**Run 1: gate families picked out**

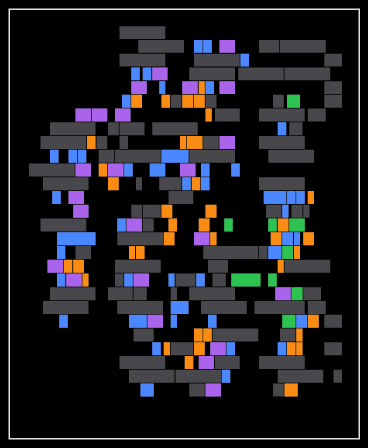
**Run 1: placement by cell class**

Bar = 20 µm. Fill, decap, tap and diode cells in grey.
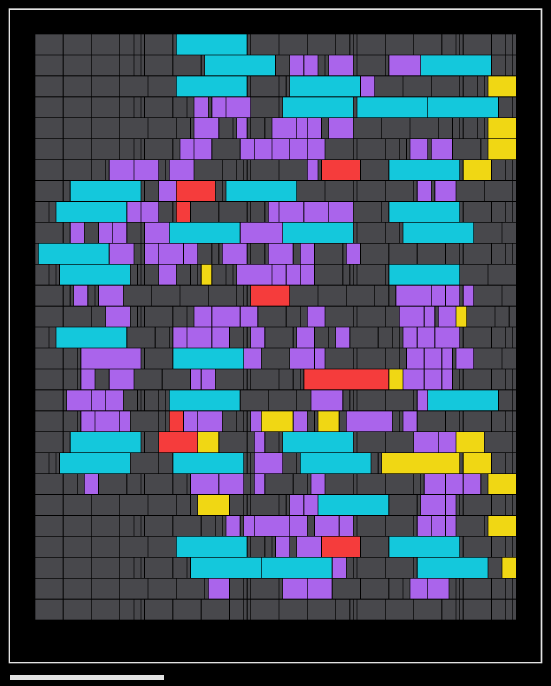
**Run 1: PDN straps and rails**

Pins as bars on the die edge.
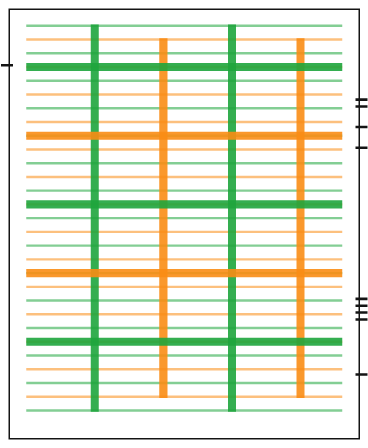
--- src/rtl/key_event_ctrl.sv ---
// rtl/key_event_ctrl.sv - key gesture classifier: single click, double click, long press
//
// Ports:
//   clk          system clock
//   rst_n        asynchronous active-low reset
//   key_press    one-cycle pulse, filtered key became pressed
//   key_release  one-cycle pulse, filtered key became released
//   single_evt   one-cycle pulse, single click recognised
//   double_evt   one-cycle pulse, double click recognised
//   long_evt     one-cycle pulse, long press recognised
//   busy         high while a gesture is in progress
//   led[1:0]     led[0] toggles on single, led[1] toggles on double, both cleared on long
module key_event_ctrl #(
    parameter int LONG_CYC    = 25_000_000,
    parameter int DBL_GAP_CYC = 12_500_000
) (
    input  logic       clk,
    input  logic       rst_n,
    input  logic       key_press,
    input  logic       key_release,
    output logic       single_evt,
    output logic       double_evt,
    output logic       long_evt,
    output logic       busy,
    output logic [1:0] led
);

    localparam int MAX_CYC = (LONG_CYC > DBL_GAP_CYC) ? LONG_CYC : DBL_GAP_CYC;
    localparam int CW      = $clog2(MAX_CYC);

    localparam logic [CW-1:0] LONG_LAST = CW'(LONG_CYC - 1);
    localparam logic [CW-1:0] DBL_LAST  = CW'(DBL_GAP_CYC - 1);
    localparam logic [CW-1:0] CNT_ONE   = CW'(1);

    typedef enum logic [2:0] {
        IDLE      = 3'd0,
        PRESS1    = 3'd1,
        LONG_HOLD = 3'd2,
        WAIT2     = 3'd3,
        PRESS2    = 3'd4
    } state_t;

    state_t        state_q, state_d;
    logic [CW-1:0] cnt_q, cnt_d;
    logic          single_q, single_d;
    logic          double_q, double_d;
    logic          long_q, long_d;
    logic          busy_q, busy_d;
    logic [1:0]    led_q, led_d;

    // A simultaneous press and release is contradictory; treat it as a quiet cycle.
    logic press_ok;
    logic release_ok;
    assign press_ok   = key_press & ~key_release;
    assign release_ok = key_release & ~key_press;

    always_comb begin
        state_d  = state_q;
        single_d = 1'b0;
        double_d = 1'b0;
        long_d   = 1'b0;
        led_d    = led_q;

        case (state_q)
            IDLE: begin
                if (press_ok) state_d = PRESS1;
            end
            PRESS1: begin
                // Release wins over the long timeout on the same edge.
                if (release_ok) begin
                    state_d = WAIT2;
                end else if (cnt_q == LONG_LAST) begin
                    long_d  = 1'b1;
                    led_d   = 2'b00;
                    state_d = LONG_HOLD;
                end
            end
            LONG_HOLD: begin
                if (release_ok) state_d = IDLE;
            end
            WAIT2: begin
                // A second press wins over the gap timeout on the same edge.
                if (press_ok) begin
                    state_d = PRESS2;
                end else if (cnt_q == DBL_LAST) begin
                    single_d  = 1'b1;
                    led_d[0]  = ~led_q[0];
                    state_d   = IDLE;
                end
            end
            PRESS2: begin
                if (release_ok) begin
                    double_d = 1'b1;
                    led_d[1] = ~led_q[1];
                    state_d  = IDLE;
                end
            end
            default: state_d = IDLE;
        endcase

        // Only the two timed states need the counter; elsewhere it rests at zero
        // so it can never wrap while waiting indefinitely.
        if (state_d != state_q) begin
            cnt_d = '0;
        end else if (state_q == PRESS1 || state_q == WAIT2) begin
            cnt_d = cnt_q + CNT_ONE;
        end else begin
            cnt_d = '0;
        end

        busy_d = (state_d != IDLE);
    end

    always_ff @(posedge clk or negedge rst_n) begin
        if (!rst_n) begin
            state_q  <= IDLE;
            cnt_q    <= '0;
            single_q <= 1'b0;
            double_q <= 1'b0;
            long_q   <= 1'b0;
            busy_q   <= 1'b0;
            led_q    <= 2'b00;
        end else begin
            state_q  <= state_d;
            cnt_q    <= cnt_d;
            single_q <= single_d;
            double_q <= double_d;
            long_q   <= long_d;
            busy_q   <= busy_d;
            led_q    <= led_d;
        end
    end

    assign single_evt = single_q;
    assign double_evt = double_q;
    assign long_evt   = long_q;
    assign busy       = busy_q;
    assign led        = led_q;

endmodule

--- config.mk ---
export PLATFORM = sky130hd
export DESIGN_NAME = key_event_ctrl
export DESIGN_NICKNAME = d
export VERILOG_FILES = /design/src/rtl/key_event_ctrl.sv
export SDC_FILE = /design/constraint.sdc
export NUM_CORES = 1
export LEC_CHECK = 0
export CAP_MARGIN = 25
export CORE_ASPECT_RATIO = 1.25
export CORE_MARGIN = 3
export CORE_UTILIZATION = 37
export DETAILED_ROUTE_END_ITERATION = 6
export GPL_TIMING_DRIVEN = 0
export PLACE_DENSITY = 0.5
export SLEW_MARGIN = 20
export SYNTH_ARGS = -nofsm -noshare
export SYNTH_HDL_FRONTEND = slang
export SYNTH_SLANG_ARGS = --single-unit
--- constraint.sdc ---
create_clock -name clk -period 4.9 [get_ports clk]
set_input_delay 0.735 -clock clk [delete_from_list [all_inputs] [get_ports clk]]
set_output_delay 0.735 -clock clk [all_outputs]
set_load 0.1 [all_outputs]
==> metrics.yaml, run 1 <==
setup_tns_ns: 0
yosysTopAreaCellShare: 0.4638
crit_chain: "clkdlybuf4s50_1"
cts_buffers: 5
r2r_start: "cnt_q[0]"
synth-xor-area-share: 0.1146
routed_wl_um: 4096
comb_power_mw: 0.336
htreeDepth: 2
most_common_cell: "dfrtp_1"
synth.distinct_cells: 42
buffers_excl_clock: 17
place_area_mm2: 0.002022
buffer_area_frac: 0.07634
setup_violations: 0
fin_hold_ws_ns: 0.3810
grt_pass1_vias: 1523
status: "completed"
logic_gate_count: 138
relSlewSlack: 0.3550
grt_max_degree: 19
## Picture notes: 'gate families picked out'
purple -> XOR/XNOR gates  # cells 24, most used xor2_1
blue -> NOR gates  # cells 45, most used nor3_1, where widely spread
orange -> NAND gates  # cells 39, most used nand2_1
green -> inverting AOI/OAI gates  # cells 9, most used o21ai_0, where right middle
Top cell excl fill/tap: dfrtp_1
fraction of area in multi-input gates: 0.4363
Non-Filler Instances: 258

## Picture notes: 'placement by cell class'
red -> clock drivers and dummy loads  # cells 8, share of their area 5.3%
yellow -> other buffers and delay cells  # cells 17, share of their area 7.9%
purple -> combinational and other logic  # cells 139, share of their area 45%
cyan -> flops  # cells 34, share of their area 41%
cell area after layout: 0.002131 mm²
Rows: 28
Seq area share: 0.3993
final core occ: 0.4472

## Picture notes: 'PDN straps and rails'
green -> VSS
orange -> VDD
met4 straps = 4
rows = 28
Die Span Y: 84.72 µm
VDD IR max: 0.0001801 V
core box area: 0.004765 mm²
Die X: 68.98 µm

[run 1: placed cells by master, fill, tap and decap left out, types with 5 or more instances in the layout]
master	instances
dfrtp_1	34
nor3_1	30
xor2_1	15
nand2_1	12
nand3_1	11
nand4_1	10
xnor2_1	9
clkdlybuf4s50_1	8
nor2_1	5
clkbuf_8	5
[run 1: metal layers]
metal / vias up / GRT usage / wire length [µm]
met4: 0 / 0.05851 / 58
met3: 5 / 0.03614 / 142
met1: 701 / 0.1829 / 1684
met2: 26 / 0.2847 / 2211
li1: 692 / - / -
met5: - / 0 / 0
[run 1: registers in the layout (all words and copies together) (netlist names)]
| name | cells |
|---|---|
| long_evt | 1 |
| cnt_q | 25 |
| led | 2 |
| single_evt | 1 |
| double_evt | 1 |
| busy | 1 |
| state_q | 3 |
==> inputs of run 2 (changes only) <==
--- a/config.mk
+++ b/config.mk
@@ -11,7 +11,7 @@
 export CORE_UTILIZATION = 37
 export DETAILED_ROUTE_END_ITERATION = 6
 export GPL_TIMING_DRIVEN = 0
-export PLACE_DENSITY = 0.5
+export PLACE_DENSITY = 0.52
 export SLEW_MARGIN = 20
 export SYNTH_ARGS = -nofsm -noshare
 export SYNTH_HDL_FRONTEND = slang
==> constraint.sdc (replaced) <==
create_clock -name clk -period 2.3 [get_ports clk]
set_input_delay 0.345 -clock clk [delete_from_list [all_inputs] [get_ports clk]]
set_output_delay 0.345 -clock clk [all_outputs]
set_load 0.1 [all_outputs]
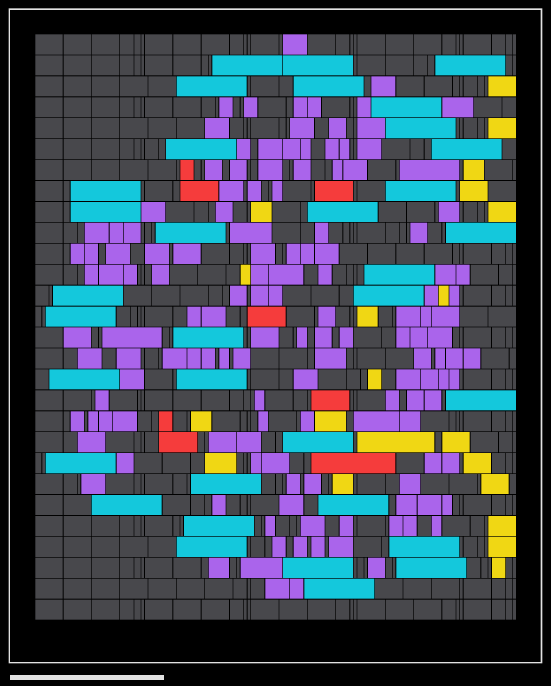
**Above:** run 2 (placement by cell class).
Bar = 20 µm. Fill, decap, tap and diode cells in grey.
cyan -> flops  # cells 34, share of their area 40%
yellow -> other buffers and delay cells  # cells 21, share of their area 9.2%
red -> clock drivers and dummy loads  # cells 8, share of their area 5.1%
purple -> combinational and other logic  # cells 139, share of their area 46%
Seq area share: 0.3868
cell area after layout: 0.002200 mm²
final core occ: 0.4617

==> run 2 against run 1 <==
Sequential power up 110%. Clock skew about the same. Clock-buffer cell count did not move. Largest power group is now combinational cells. Total power increased by 110%. Register-to-register slack got worse by 2.5 ns. Combinational power increased by 120%. Worst setup slack got worse by 2.2 ns. Critical path depth grew 8. Clock power is 110% higher.
==> metrics.yaml, run 2 <==
grt_max_degree: 22
use_met3: 0.03614
use_met2: 0.2700
crit_chain: "ha_2, and4_1, nand4_1, buf_4, nor4_4, or3_1, buf_2, buf_4, nor3_1"
die_h_um: 84.72
synth.distinct_cells: 42
stdcell_count: 262
core_mm2: 0.004765
lay_top_cells: "dfrtp_1, nor3_1, xor2_1"
largest_register_ffs: 25
wl_met1_um: 1742
fa_ha_area_frac: 0.006821
final_common_cell: "dfrtp_1"
critPathTopFamily: "simple AND/OR/NAND/NOR gates"
wl_met2_um: 2048
yosysTopAreaCellShare: 0.4638
highest_layer: "met4"
status: "completed"
largest_register: "cnt_q"
rows: 28
r2r_start: "cnt_q[0]"
wl_met3_um: 100
busiest_layer: "met2"
use_met1: 0.2096
fill_cells: 467
ir_drop_v: 0.0003600
most_common_cell: "dfrtp_1"
finalClockSkew_ns: 0.004302
setup_violations: 0
grt_pass1_vias: 1508
internal_power_mw: 1.207
synth-xor-area-share: 0.1146
htreeDepth: 2
fin_hold_ws_ns: 0.5002
min_path_type: "reg2reg"
## run 2: logic make-up after synthesis
kind of cell,Yosys count
AOI/OAI and AO/OA,11
xor gates and xnor gates,24
adders and majority gates,1
buffers and inverters,8
DFF,34
muxes,1
and+or+nand+nor,101
## run 2: metrics by stage
stage / area [µm²] / setup slack (ns)
final: 2200 / 0.1087
after global routing: 2200 / 0.01610
after CTS: 2150 / 0.01014
after detailed placement: 2022 / -0.02052
after global placement: 1999 / 0.05103
after floorplan: 1834 / 0.3607
## run 2: final cells by class
class                      instances  area (µm²)  share of cell area
buffer                             7       50.05             0.02275
clock buffer                       5       68.82             0.03129
clock inverter                     3       40.04             0.01820
inverter                           1       3.754            0.001706
multi-input combinational        138       965.9              0.4391
sequential                        34       850.8              0.3868
tap                               60       75.07             0.03413
timing repair buffer              14       145.1             0.06598
Power is estimated from default activity; no workload was simulated.
